$ cat src/rtl/smul_pkg.sv
// Shared types and defaults for the shift-add unsigned multiplier coprocessor.
package smul_pkg;

    typedef enum logic {IDLE, BUSY} smul_st_t;

    localparam int SMUL_WID = 16;

endpackage

$ cat src/rtl/smul_seq.sv
// Sequential shift-add unsigned multiplier: one multiplier bit per clock, WID-cycle latency.
// crdy gates the program counter's wait; prod/pzro hold the last result until the next completes.
module smul_seq
    import smul_pkg::*;
#(
    parameter int WID = SMUL_WID
) (
    input  logic             ck,
    input  logic             rb,
    input  logic             cstr,
    input  logic [WID-1:0]   ain,
    input  logic [WID-1:0]   bin,
    output logic             crdy,
    output logic [2*WID-1:0] prod,
    output logic             pzro
);

    localparam int CW = $clog2(WID);

    smul_st_t         state_q, state_d;
    logic [WID-1:0]   mcnd_q, mcnd_d;
    logic [WID-1:0]   acc_q, acc_d;
    logic [WID-1:0]   mplr_q, mplr_d;
    logic [CW-1:0]    cnt_q, cnt_d;
    logic             crdy_q, crdy_d;
    logic [2*WID-1:0] prod_q, prod_d;
    logic             pzro_q, pzro_d;

    // Carry bit of the partial sum is kept and shifted into the accumulator MSB.
    logic [WID:0]     sum;
    logic [2*WID-1:0] shf;

    always_comb begin
        state_d = state_q;
        mcnd_d  = mcnd_q;
        acc_d   = acc_q;
        mplr_d  = mplr_q;
        cnt_d   = cnt_q;
        crdy_d  = crdy_q;
        prod_d  = prod_q;
        pzro_d  = pzro_q;

        sum = {1'b0, acc_q} + (mplr_q[0] ? {1'b0, mcnd_q} : {(WID+1){1'b0}});
        shf = {sum, mplr_q[WID-1:1]};

        case (state_q)
            IDLE: begin
                if (cstr) begin
                    mcnd_d  = ain;
                    acc_d   = '0;
                    mplr_d  = bin;
                    cnt_d   = CW'(WID - 1);
                    state_d = BUSY;
                    crdy_d  = 1'b0;
                end
            end
            BUSY: begin
                acc_d  = shf[2*WID-1:WID];
                mplr_d = shf[WID-1:0];
                cnt_d  = cnt_q - 1'b1;
                if (cnt_q == '0) begin
                    prod_d  = shf;
                    pzro_d  = (shf == '0);
                    crdy_d  = 1'b1;
                    state_d = IDLE;
                end
            end
            default: state_d = IDLE;
        endcase
    end

    always_ff @(posedge ck or negedge rb) begin
        if (!rb) begin
            state_q <= IDLE;
            mcnd_q  <= '0;
            acc_q   <= '0;
            mplr_q  <= '0;
            cnt_q   <= '0;
            crdy_q  <= 1'b1;
            prod_q  <= '0;
            pzro_q  <= 1'b1;
        end else begin
            state_q <= state_d;
            mcnd_q  <= mcnd_d;
            acc_q   <= acc_d;
            mplr_q  <= mplr_d;
            cnt_q   <= cnt_d;
            crdy_q  <= crdy_d;
            prod_q  <= prod_d;
            pzro_q  <= pzro_d;
        end
    end

    assign crdy = crdy_q;
    assign prod = prod_q;
    assign pzro = pzro_q;

endmodule
$ cat config.mk
export PLATFORM = sky130hd
export DESIGN_NAME = smul_seq
export DESIGN_NICKNAME = d
export VERILOG_FILES = /design/src/rtl/smul_pkg.sv /design/src/rtl/smul_seq.sv
export SDC_FILE = /design/constraint.sdc
export NUM_CORES = 1
export LEC_CHECK = 0
export CELL_PAD_IN_SITES_DETAIL_PLACEMENT = 1
export CELL_PAD_IN_SITES_GLOBAL_PLACEMENT = 2
export CORE_UTILIZATION = 30
export DETAILED_ROUTE_END_ITERATION = 10
export PLACE_DENSITY_LB_ADDON = 0.1
export SLEW_MARGIN = 40
export SYNTH_ARGS = -nofsm -noshare
export SYNTH_HDL_FRONTEND = slang
export SYNTH_SLANG_ARGS = --single-unit
export TNS_END_PERCENT = 100
$ cat constraint.sdc
create_clock -name ck -period 3.1 [get_ports ck]
set_input_delay 0.62 -clock ck [delete_from_list [all_inputs] [get_ports ck]]
set_output_delay 0.62 -clock ck [all_outputs]
set_load 0.01 [all_outputs]
Fig. 1: placed cells, one color a class
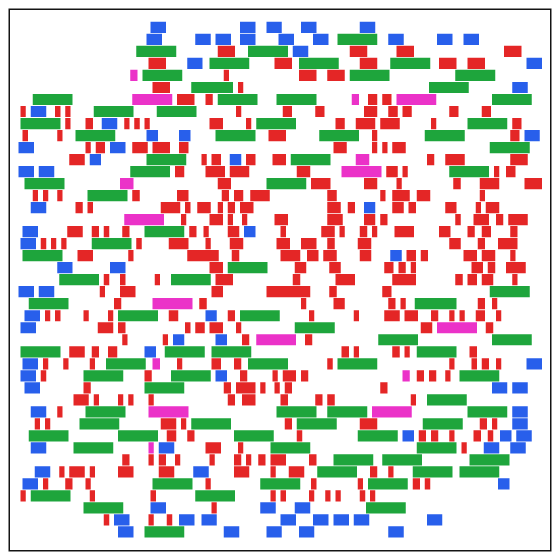
Red shows all other logic, cells 331. Green shows flip-flops, cells 87. Blue shows other buffers and delay cells, cells 82. Magenta shows clock drivers and dummy loads, cells 16.
Rows: 43
Core Util, Final: 39.6%

Fig. 2: clock wiring as the flow saved it
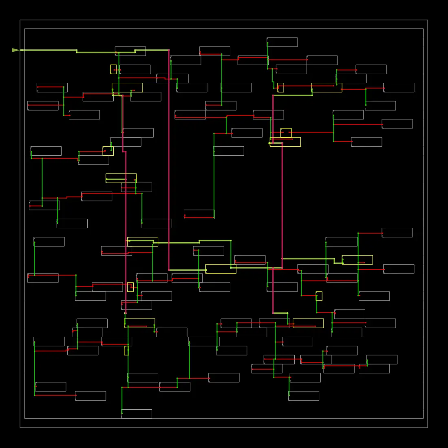
Clock buffer cells: 10
Num CTS Buffers: 9

==> flow_metrics.py <==
# Flow results
metrics = {
    "synth": {
        "yosysChipArea_um2": 4340,
        "adder_share_pct": 5.36,
        "common_cells": "104 x nand2_1, 85 x dfrtp_1, 44 x o21ai_0",
        "synth-edff-count": 0,
        "yosysUniqueCellTypes": 57,
        "ys_ff": 87,
        "synthFlopType": "dfrtp_1",
        "ys_sh_simple_pct": 17.4,
    },
    "final_timing": {
        "slew_viol_final": 0,
        "min_period_ns": 2.88,
        "hold_viol": 0,
        "fmax_ghz": 0.347,
        "slew-limit-headroom_pct": 65.1,
    },
    "power_and_ir_drop": {
        "power.switching_mw": 2.32,
        "p_sw_share_pct": 39.5,
        "top_power_group": "combinational logic",
        "p_int_mw": 3.54,
        "p_seq_mw": 2.05,
        "power_density_nw_per_um2": 1060,
    },
    "finish": {
        "ff_latch_area_um2": 2180,
        "logic_gate_count": 322,
        "final_layout_top_logic_cells": "104 x nand2_1, 85 x dfrtp_1, 67 x clkdlybuf4s50_1",
        "antenna-diode-count": 0,
    },
    "clock_network": {
        "cts_buffer_depth": 2,
        "postCtsSetupBuffers": 0,
        "postCtsHoldBufs": 0,
        "htreeDepth": 3,
    },
    "detailed_routing": {
        "met1_length_um": 5260,
        "firstDrtPassIters": 4,
        "routed_wl_um": 11800,
    },
    "global_routing": {
        "grt.busiest_layer": "met2",
        "use_met2_pct": 30.1,
        "grtUsageTotal_pct": 17.6,
        "grt_pass1_wl_um": 19800,
    },
    "setup_path": {
        "reg2reg_to": "pzro",
        "critPathLaunch": "mplr_q[0]",
        "crit_fanout": 12,
    },
    "run": {
        "maxCapViolations": 0,
    },
    "place": {
        "hpwlAfterDp_um": 8670,
        "dp_slack_ns": 0.110,
    },
    "floorplan": {
        "die_height_um": 122,
        "n_tap_cell": 180,
    },
    "outcome": {
        "status": "complete, no violations",
    },
}
Fig. 3: routed clock nets over the placement
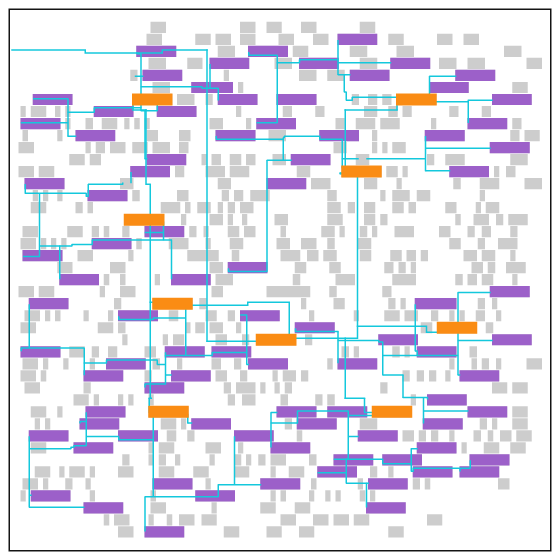
Orange shows cells driving clock nets, count 9. Purple shows flip-flops, count 87. Cyan shows clock wires, length 1350 um.
Position of the flops: spread over the die. There are 10 routed clock nets.
Setup Skew: 0.00537 ns
worst skew pair latency: 0.35 ns
clock share of power: 17.2%
clock network power: 1.01 mW

Fig. 4: sizing map
Scale bar: 20 um.
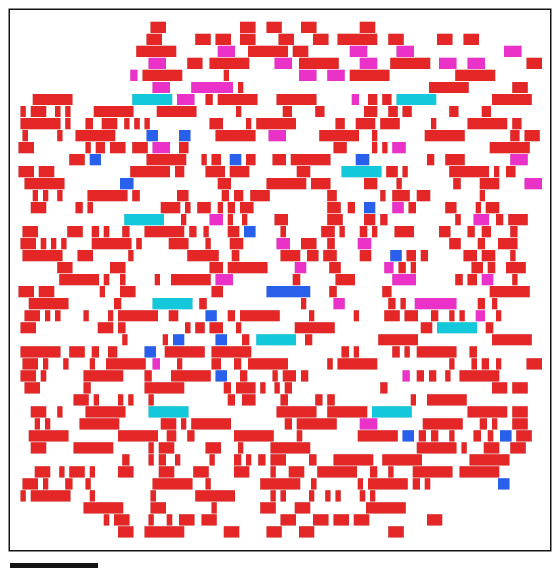
Magenta shows drive 2, cells 37. Red shows drive 1 or less, cells 452. Blue shows drive 3 to 4, cells 18. Cyan shows drive 6 and up, cells 9.
area growth from synthesis to layout: 27.5%
fin worst setup slack: 0.219 ns
Final Instance Area: 5530 um^2
Plain + repair buffers: 82

Power is estimated from default activity; no workload was simulated.
